placement_by_type.png
Scale bar: 50 um.
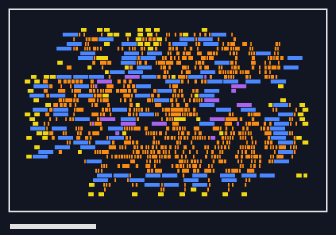
clk_routes.png
Scale bar: 50 um.
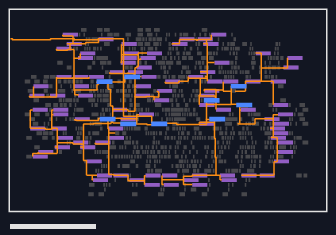
### src/rtl/scale_pkg.sv
// scale_pkg: shared definitions for the horizontal scaling coordinate generator.
//   STEP_FRAC_DEF   default fractional bits of step/accumulator (Q4.12)
//   FIX_ONE/HALF    fixed-point 1.0 and 0.5 at the default format
//   state_t         line FSM states
//   init_acc()      initial accumulator value for a line
// Optional feature macro: SCALE_CENTER_ALIGN_EN selects pixel-centre alignment
// (initial accumulator = step/2 - 0.5, floored at 0); when undefined the
// accumulator starts at 0 (corner alignment).
package scale_pkg;

  localparam int          STEP_FRAC_DEF = 12;
  localparam logic [31:0] FIX_ONE       = 32'd1 << STEP_FRAC_DEF;
  localparam logic [31:0] FIX_HALF      = 32'd1 << (STEP_FRAC_DEF - 1);

  typedef enum logic {
    IDLE = 1'b0,
    RUN  = 1'b1
  } state_t;

`ifdef SCALE_CENTER_ALIGN_EN
  localparam bit CENTER_ALIGN = 1'b1;
`else
  localparam bit CENTER_ALIGN = 1'b0;
`endif

  // frac is the number of fractional bits of the caller's fixed-point format.
  // Centre alignment offsets by half a destination pixel minus half a source
  // pixel; negative results (step < 1.0) floor at zero.
  function automatic logic [31:0] init_acc(input logic [31:0] step,
                                           input int unsigned frac);
    logic [31:0] half;
    logic [31:0] s2;
    half = 32'd1 << (frac - 1);
    s2   = step >> 1;
    if (!CENTER_ALIGN) return '0;
    return (s2 >= half) ? (s2 - half) : '0;
  endfunction

endpackage

### src/rtl/scale_coord_gen_if.sv
// scale_coord_gen_if: coordinate output stream (valid/ready).
//   out_valid    coordinate available (master -> slave)
//   out_ready    downstream accepts (slave -> master)
//   out_src_int  clamped source integer index
//   out_frac     interpolation weight
//   out_last     final coordinate of the line
interface scale_coord_gen_if #(
  parameter int COORD_W = 11,
  parameter int FRAC_W  = 4
) ();

  logic               out_valid;
  logic               out_ready;
  logic [COORD_W-1:0] out_src_int;
  logic [FRAC_W-1:0]  out_frac;
  logic               out_last;

  modport master (
    output out_valid, out_src_int, out_frac, out_last,
    input  out_ready
  );

  modport slave (
    input  out_valid, out_src_int, out_frac, out_last,
    output out_ready
  );

endinterface

### src/rtl/scale_acc_sat.sv
// scale_acc_sat: saturating source-position accumulator with registered
// int/frac extraction.
//   clk, rst_n   clock, async active-low reset
//   load         load accumulator with load_val (has priority over add)
//   load_val     initial accumulator value
//   add          advance accumulator by step, saturating at all-ones
//   step         unsigned fixed-point step (STEP_FRAC fractional bits)
//   src_max      clamp limit for the integer index
//   src_int      registered clamped integer index
//   frac         registered interpolation weight (MSBs of fraction)
// FRAC_W must not exceed STEP_FRAC.
module scale_acc_sat import scale_pkg::*; #(
  parameter  int COORD_W   = 11,
  parameter  int FRAC_W    = 4,
  parameter  int STEP_W    = 16,
  parameter  int STEP_FRAC = STEP_FRAC_DEF,
  localparam int ACC_W     = COORD_W + STEP_FRAC + 1
) (
  input  logic               clk,
  input  logic               rst_n,
  input  logic               load,
  input  logic [ACC_W-1:0]   load_val,
  input  logic               add,
  input  logic [STEP_W-1:0]  step,
  input  logic [COORD_W-1:0] src_max,
  output logic [COORD_W-1:0] src_int,
  output logic [FRAC_W-1:0]  frac
);

  logic [ACC_W-1:0]   acc;
  logic [ACC_W-1:0]   acc_nxt;
  logic [ACC_W-1:0]   acc_add;
  logic [ACC_W:0]     acc_sum;
  logic [COORD_W-1:0] int_raw;
  logic [COORD_W-1:0] int_nxt;
  logic [FRAC_W-1:0]  frac_nxt;
  logic               clamp;

  always_comb begin
    // One extra bit catches the carry so the sum pins at all-ones instead of
    // wrapping back to a small source index.
    acc_sum = {1'b0, acc} + (ACC_W+1)'(step);
    acc_add = acc_sum[ACC_W] ? '1 : acc_sum[ACC_W-1:0];

    acc_nxt = acc;
    if (load)     acc_nxt = load_val;
    else if (add) acc_nxt = acc_add;

    // Extraction runs on the next value so src_int/frac are registered
    // alongside acc and appear in the same cycle as the coordinate's valid.
    int_raw  = acc_nxt[STEP_FRAC +: COORD_W];
    clamp    = acc_nxt[ACC_W-1] | (int_raw > src_max);
    int_nxt  = clamp ? src_max : int_raw;
    frac_nxt = clamp ? '0 : acc_nxt[STEP_FRAC-1 -: FRAC_W];
  end

  always_ff @(posedge clk or negedge rst_n) begin
    if (!rst_n) begin
      acc     <= '0;
      src_int <= '0;
      frac    <= '0;
    end else begin
      acc     <= acc_nxt;
      src_int <= int_nxt;
      frac    <= frac_nxt;
    end
  end

endmodule

### src/rtl/scale_coord_gen.sv
// scale_coord_gen: runtime-programmable horizontal scaling coordinate
// generator. On start, streams one (source index, weight) pair per accepted
// cycle for each of dst_len destination columns.
//   clk, rst_n   clock, async active-low reset
//   start        begin a line (ignored unless idle)
//   step         source advance per destination column (Q(STEP_W-STEP_FRAC).STEP_FRAC)
//   dst_len      destination columns to emit (0 = immediate done)
//   src_max      highest legal source index
//   busy         line in progress (accepted start .. final transfer)
//   done         one-cycle pulse at line completion
//   coord        output stream (scale_coord_gen_if master)
// Optional feature macro: SCALE_CENTER_ALIGN_EN (see scale_pkg::init_acc).
module scale_coord_gen import scale_pkg::*; #(
  parameter int COORD_W   = 11,
  parameter int FRAC_W    = 4,
  parameter int STEP_W    = 16,
  parameter int STEP_FRAC = STEP_FRAC_DEF
) (
  input  logic               clk,
  input  logic               rst_n,
  input  logic               start,
  input  logic [STEP_W-1:0]  step,
  input  logic [COORD_W-1:0] dst_len,
  input  logic [COORD_W-1:0] src_max,
  output logic               busy,
  output logic               done,
  scale_coord_gen_if.master  coord
);

  localparam int ACC_W  = COORD_W + STEP_FRAC + 1;
  localparam int STAGES = 1;

  state_t             state, state_nxt;
  logic               accept;
  logic               accept_zero;
  logic               xfer;
  logic               line_end;
  logic               acc_add_en;
  logic [STAGES:0]    vld_pipe;
  logic [STEP_W-1:0]  step_q;
  logic [COORD_W-1:0] len_q;
  logic [COORD_W-1:0] smax_q;
  logic [COORD_W-1:0] smax_sel;
  logic [COORD_W-1:0] cnt;
  logic [COORD_W-1:0] cnt_inc;
  logic               last_q;
  logic [ACC_W-1:0]   acc_init;

  assign coord.out_valid = vld_pipe[STAGES];
  assign coord.out_last  = last_q;

  assign acc_init = ACC_W'(init_acc(32'(step), STEP_FRAC));
  assign cnt_inc  = cnt + COORD_W'(1);

  // Use the live src_max on the load cycle; the latched copy is not yet valid.
  assign smax_sel = accept ? src_max : smax_q;

  always_comb begin
    state_nxt   = state;
    accept      = 1'b0;
    accept_zero = 1'b0;
    xfer        = vld_pipe[STAGES] & coord.out_ready;
    line_end    = xfer & last_q;
    // The final beat does not advance: the accumulator just rests.
    acc_add_en  = xfer & ~last_q;
    case (state)
      IDLE: begin
        if (start) begin
          if (dst_len != '0) begin
            accept    = 1'b1;
            state_nxt = RUN;
          end else begin
            accept_zero = 1'b1;
          end
        end
      end
      RUN: begin
        if (line_end) state_nxt = IDLE;
      end
      default: state_nxt = IDLE;
    endcase
  end

  always_ff @(posedge clk or negedge rst_n) begin
    if (!rst_n) state <= IDLE;
    else        state <= state_nxt;
  end

  // vld_pipe[0] is the cycle spent loading the accumulator; the first
  // coordinate then appears one edge later, held until the last transfer.
  always_ff @(posedge clk or negedge rst_n) begin
    if (!rst_n) begin
      vld_pipe <= '0;
      busy     <= 1'b0;
      done     <= 1'b0;
      step_q   <= '0;
      len_q    <= '0;
      smax_q   <= '0;
      cnt      <= '0;
      last_q   <= 1'b0;
    end else begin
      vld_pipe[0]      <= accept;
      vld_pipe[STAGES] <= vld_pipe[0] | (vld_pipe[STAGES] & ~line_end);
      busy             <= accept | (busy & ~line_end);
      done             <= accept_zero | line_end;
      if (accept) begin
        step_q <= step;
        len_q  <= dst_len;
        smax_q <= src_max;
        cnt    <= '0;
      end
      if (vld_pipe[0]) begin
        last_q <= (len_q == COORD_W'(1));
      end else if (xfer) begin
        cnt    <= cnt_inc;
        last_q <= ~last_q & (cnt_inc == len_q - COORD_W'(1));
      end
    end
  end

  scale_acc_sat #(
    .COORD_W  (COORD_W),
    .FRAC_W   (FRAC_W),
    .STEP_W   (STEP_W),
    .STEP_FRAC(STEP_FRAC)
  ) u_acc (
    .clk     (clk),
    .rst_n   (rst_n),
    .load    (accept),
    .load_val(acc_init),
    .add     (acc_add_en),
    .step    (step_q),
    .src_max (smax_sel),
    .src_int (coord.out_src_int),
    .frac    (coord.out_frac)
  );

endmodule

### src/flat_wrapper.sv
// flat-port wrapper written by rule: the top's interface ports become plain ports
module scale_coord_gen_flat import scale_pkg::*;
#(
  parameter int COORD_W   = 11,
  parameter int FRAC_W    = 4,
  parameter int STEP_W    = 16,
  parameter int STEP_FRAC = STEP_FRAC_DEF
)
  (clk, rst_n, start, step, dst_len, src_max, busy, done, coord_out_valid, coord_out_src_int, coord_out_frac, coord_out_last, coord_out_ready);
  scale_coord_gen_if #(.COORD_W(COORD_W), .FRAC_W(FRAC_W)) coord_i ();
  input  logic clk;
  input  logic rst_n;
  input  logic start;
  input  logic [STEP_W-1:0] step;
  input  logic [COORD_W-1:0] dst_len;
  input  logic [COORD_W-1:0] src_max;
  output logic busy;
  output logic done;
  output wire logic [$bits(coord_i.out_valid)-1:0] coord_out_valid;
  output wire logic [$bits(coord_i.out_src_int)-1:0] coord_out_src_int;
  output wire logic [$bits(coord_i.out_frac)-1:0] coord_out_frac;
  output wire logic [$bits(coord_i.out_last)-1:0] coord_out_last;
  input wire logic [$bits(coord_i.out_ready)-1:0] coord_out_ready;
  assign coord_out_valid = coord_i.out_valid;
  assign coord_out_src_int = coord_i.out_src_int;
  assign coord_out_frac = coord_i.out_frac;
  assign coord_out_last = coord_i.out_last;
  assign coord_i.out_ready = coord_out_ready;
  scale_coord_gen #(.COORD_W(COORD_W), .FRAC_W(FRAC_W), .STEP_W(STEP_W), .STEP_FRAC(STEP_FRAC)) u_core (.clk(clk), .rst_n(rst_n), .start(start), .step(step), .dst_len(dst_len), .src_max(src_max), .busy(busy), .done(done), .coord(coord_i));
endmodule
### config.mk
export PLATFORM = sky130hd
export DESIGN_NAME = scale_coord_gen_flat
export DESIGN_NICKNAME = d
export VERILOG_FILES = /design/src/rtl/scale_pkg.sv /design/src/rtl/scale_coord_gen_if.sv /design/src/rtl/scale_acc_sat.sv /design/src/rtl/scale_coord_gen.sv /design/src/flat_wrapper.sv
export SDC_FILE = /design/constraint.sdc
export NUM_CORES = 1
export LEC_CHECK = 0
export ABC_AREA = 1
export CORE_ASPECT_RATIO = 0.6
export CORE_MARGIN = 8
export CORE_UTILIZATION = 35
export DETAILED_ROUTE_END_ITERATION = 12
export PLACE_DENSITY = 0.57
export SYNTH_ARGS = -nofsm -noshare
export SYNTH_HDL_FRONTEND = slang
export SYNTH_SLANG_ARGS = --single-unit
### constraint.sdc
create_clock -name clk -period 4 [get_ports clk]
set_clock_uncertainty 0.15 [all_clocks]
set_input_delay 0.8 -clock clk [delete_from_list [all_inputs] [get_ports clk]]
set_output_delay 0.8 -clock clk [all_outputs]
set_load 0.05 [all_outputs]
==> job_summary.md <==
### Yosys + OpenROAD results

| Metric | Value |
|---|---|
| Crit path time final | 3.70 ns |
| Via count | 5126 |
| First-pass GRT wire length | 25800 um |
| Logic share of the area | 43.0% |
| Comb area leader | simple AND/OR/NAND/NOR gates |
| Nets at Floorplan | 853 |
| Port Buffers | 60 |
| Fillers | 1715 |
| Clock-pin slew on the worst setup and hold paths | 0.07 ns |
| Worst-path cell with the longest stage delay | clkdlybuf4s50_1 |
| Post-CTS Setup Inserts | 0 |
| DR vias/cell | 4.75 |
| Setup ws final | 0.298 ns |
| Portion of total power attributed to sequential cells | 35.4% |
| GR Util All Layers | 15.4% |
| Core ar. | 16300 um2 |
| GPL Wtd Cong | 0.858 |
| Leak | 3.69 nW |
| N_taps | 228 |
| Met1 usage in global routing | 25.5% |
| Max_slew headroom | 38.0% |
| Pins Over Slew Limit | 0 |
| Cell type with the largest total area | dfrtp_1 |
| Tool warning count | 27 |
| Switching Share | 41.5% |
| Async set or reset register ratio after synthesis | 100% |
| Hold path start | u_core.busy |
| AND-OR/OR-AND Cells, Area Fraction | 7.81% |
| Clk sinks | 94 |
| Crit-path cells | clkdlybuf4s50_1 > nor4_1 > nand3_1 > nand2_4 > inv_2 > or2_2 > o21a_2 > inv_1 > ha_1 > nand2_1 > o21ai_0 > nand3_1 > o2111ai_1 > nand2_1 > nand2_4 > nand2_1 > nand2_1 |
| Final setup viols | 0 |
| Crit path DRT | 4.07 ns |
| HP Class | register to register |
| Max Buffers Root-to-Sink | 2 |
| Reg-to-Reg Start | u_core.u_acc.acc[0] |
| Routing usage on met2 | 18.8% |
| FF-to-FF End | u_core.u_acc.src_int[0] |
| ANT cells | 0 |
| Post-Syn Instances | 780 |
| Setup CP Type | input port to register |
| Flip-flop and latch area | 2350 um2 |
| Fmax | 0.270 GHz |
| Clock network area share | 3.79% |
| Crit start category | input port |
| Dominant Register Cell | dfrtp_1 |
| Reg2reg setup slack | 0.32 ns |
| Number of standard cells reported by yosys | 780 |
| Sequential power | 1.27 mW |
| Detail Route Antenna Nets | 0 |
| Unique cell types | 35 |
| Worst Path Arrival | 3.78 ns |
| Pre-Place Util | 35.9% |
| Clk root buf | clkbuf_16 |
| Buffers, non-clock | 74 |
| H-tree depth | 3 |
| Initial DRC Count | 499 |
| CP bufs+invs | 3 |
| Die W | 183 um |
| Outcome | finished, final reports clean |
| Unrepaired setup endpoints after global routing | false |
| Placed Cells | 1059 |
| Clock network power share | 22.1% |
| Buffer share of cell area | 10.4% |
| Adder Share, Synth | 6.74% |
| Peak supply drop | 0.317 mV |
| Vias in the first global route | 4704 |
| Non-filler cells, final | 1079 |
| Post-CTS Hold Fix Bufs | 0 |
| Die Area | 21300 um2 |
| Non-clock inverter instance count of the final layout | 104 |
| Seq Cell Count | 94 |
| Leading cell kind | combinational gates |
| Internal power | 2.09 mW |
| Clk latency late pin | 0.34 ns |
| Yosys Chip Area | 5860 um2 |
| Met1 wire length | 9340 um |
| Seq/Total Area, Yosys | 40.1% |
| Combinational power | 1.52 mW |
| Initial DRT Pass Iterations | 5 |
| Final net count | 919 |
| Area share of and/or/nand/nor cells after synthesis | 33.3% |
| P_clk | 0.790 mW |
| # clk buffers | 11 |
| GRT overflow | 0 |
| Placed instance area | 6740 um2 |
| CP most frequent cell | nand2_1 |
| Share of layout cells above drive strength 1 | 10.3% |
| Max Used Layer | met4 |
| Pre-CTS setup slack | -0.0371 ns |
| Maxcap violations | 0 |
| Delay-heaviest family, CP | simple AND/OR/NAND/NOR gates |
| Worst path max stage delay | 0.44 ns |
| CP Launch Point | dst_len[9] |
| Busiest layer in global routing | met1 |
| DR WL/cell | 14.7 um |
| CTS tree | done |
| Area fraction in mux cells | 0% |
| R2R cell count | 20 |
| Fraction of area in registers | 33.3% |
| Met2 routed WL | 5500 um |
| Top post-synthesis cells by area | dfrtp_1, nand2_1, ha_1 |
| Final Total Pwr | 3.58 mW |
| Initial antenna violation count | 0 |
| Detail Placement HPWL | 12200 um |
| Cts repair resizes | 0 |
| P_sw | 1.48 mW |
| Multi-In Gates | 563 |
| Logic pwr share | 42.5% |
| Comb area | 3040 um2 |
| Endpoints failing hold | 0 |
| Layout area overhead | 20.6% |
| Synth Warn # | 0 |
| Die height | 116 um |
| Drt total wl | 15900 um |
| Hold path cells | 2 |
| Synth Cell Area | 5860 um2 |
| Highest fanout seen on the critical path | 26 |
| Grt met3 use | 4.16% |
| Max-area cell share | 40.1% |
| DRC viols | 0 |
| Pin slew with the least headroom to its limit | 0.930 ns |
| Critical path capture point | u_core.u_acc.src_int[0] |
| TritonCTS buffer count | 9 |
-- placement_by_type.png (at the start) --
clock drivers and dummy loads: in purple, cells 16, share of their area 3.9%. combinational and other logic: in orange, cells 667, share of their area 51%. other buffers and delay cells: in yellow, cells 74, share of their area 11%. flops: in blue, cells 94, share of their area 35%.
final instance area: 7070 um2
row cnt: 36

-- clk_routes.png (at the start) --
clock drivers: in blue, count 9. flip-flops: in purple, count 94. clock wires: in orange, length 1280 um.
There are 10 routed clock nets.

==> cell usage in the layout (no fill, tap or decap), types with 19 or more instances in the layout <==
cell type	Yosys	routed
a21oi_1	23	23
nand2_1	234	234
nand3_1	63	63
inv_1	97	97
nand4_1	19	19
nor2_1	41	41
ha_1	30	30
dfrtp_1	94	94
xor2_1	19	19
o21ai_0	28	28
clkdlybuf4s50_1	0	59
nand2_2	22	21
==> synth_stat cells (3+ instances only) <==
| master | number |
|---|---|
| a21oi_1 | 23 |
| a31oi_1 | 9 |
| buf_2 | 7 |
| clkbuf_1 | 10 |
| dfrtp_1 | 94 |
| ha_1 | 30 |
| inv_1 | 97 |
| inv_2 | 7 |
| nand2_1 | 234 |
| nand2_2 | 22 |
| nand2_4 | 3 |
| nand3_1 | 63 |
| nand3_2 | 4 |
| nand4_1 | 19 |
| nor2_1 | 41 |
| nor2_2 | 6 |
| nor3_1 | 11 |
| nor4_1 | 6 |
| o21a_1 | 7 |
| o21a_2 | 3 |
| o21ai_0 | 28 |
| o22ai_1 | 7 |
| or2_0 | 4 |
| or2_2 | 9 |
| xnor2_1 | 6 |
| xor2_1 | 19 |
==> through the flow <==
step / TNS, ns / hold WS, ns
after floorplan: 0 / 0.303
after global placement: -0.141 / 0.321
after detailed placement: -0.185 / 0.323
after CTS: 0 / 0.341
after global routing: 0 / 0.360
final: 0 / 0.334
==> flip-flops by register name (all words and copies together), names as in the netlist <==
name	flops
u_core.busy	1
u_core.cnt	11
u_core.coord.out_last	1
u_core.done	1
u_core.len_q	11
u_core.smax_q	11
u_core.state	1
u_core.step_q	16
u_core.u_acc.acc	24
u_core.u_acc.frac	4
u_core.u_acc.src_int	11
u_core.vld_pipe	2
Power and IR drop assume default switching activity.
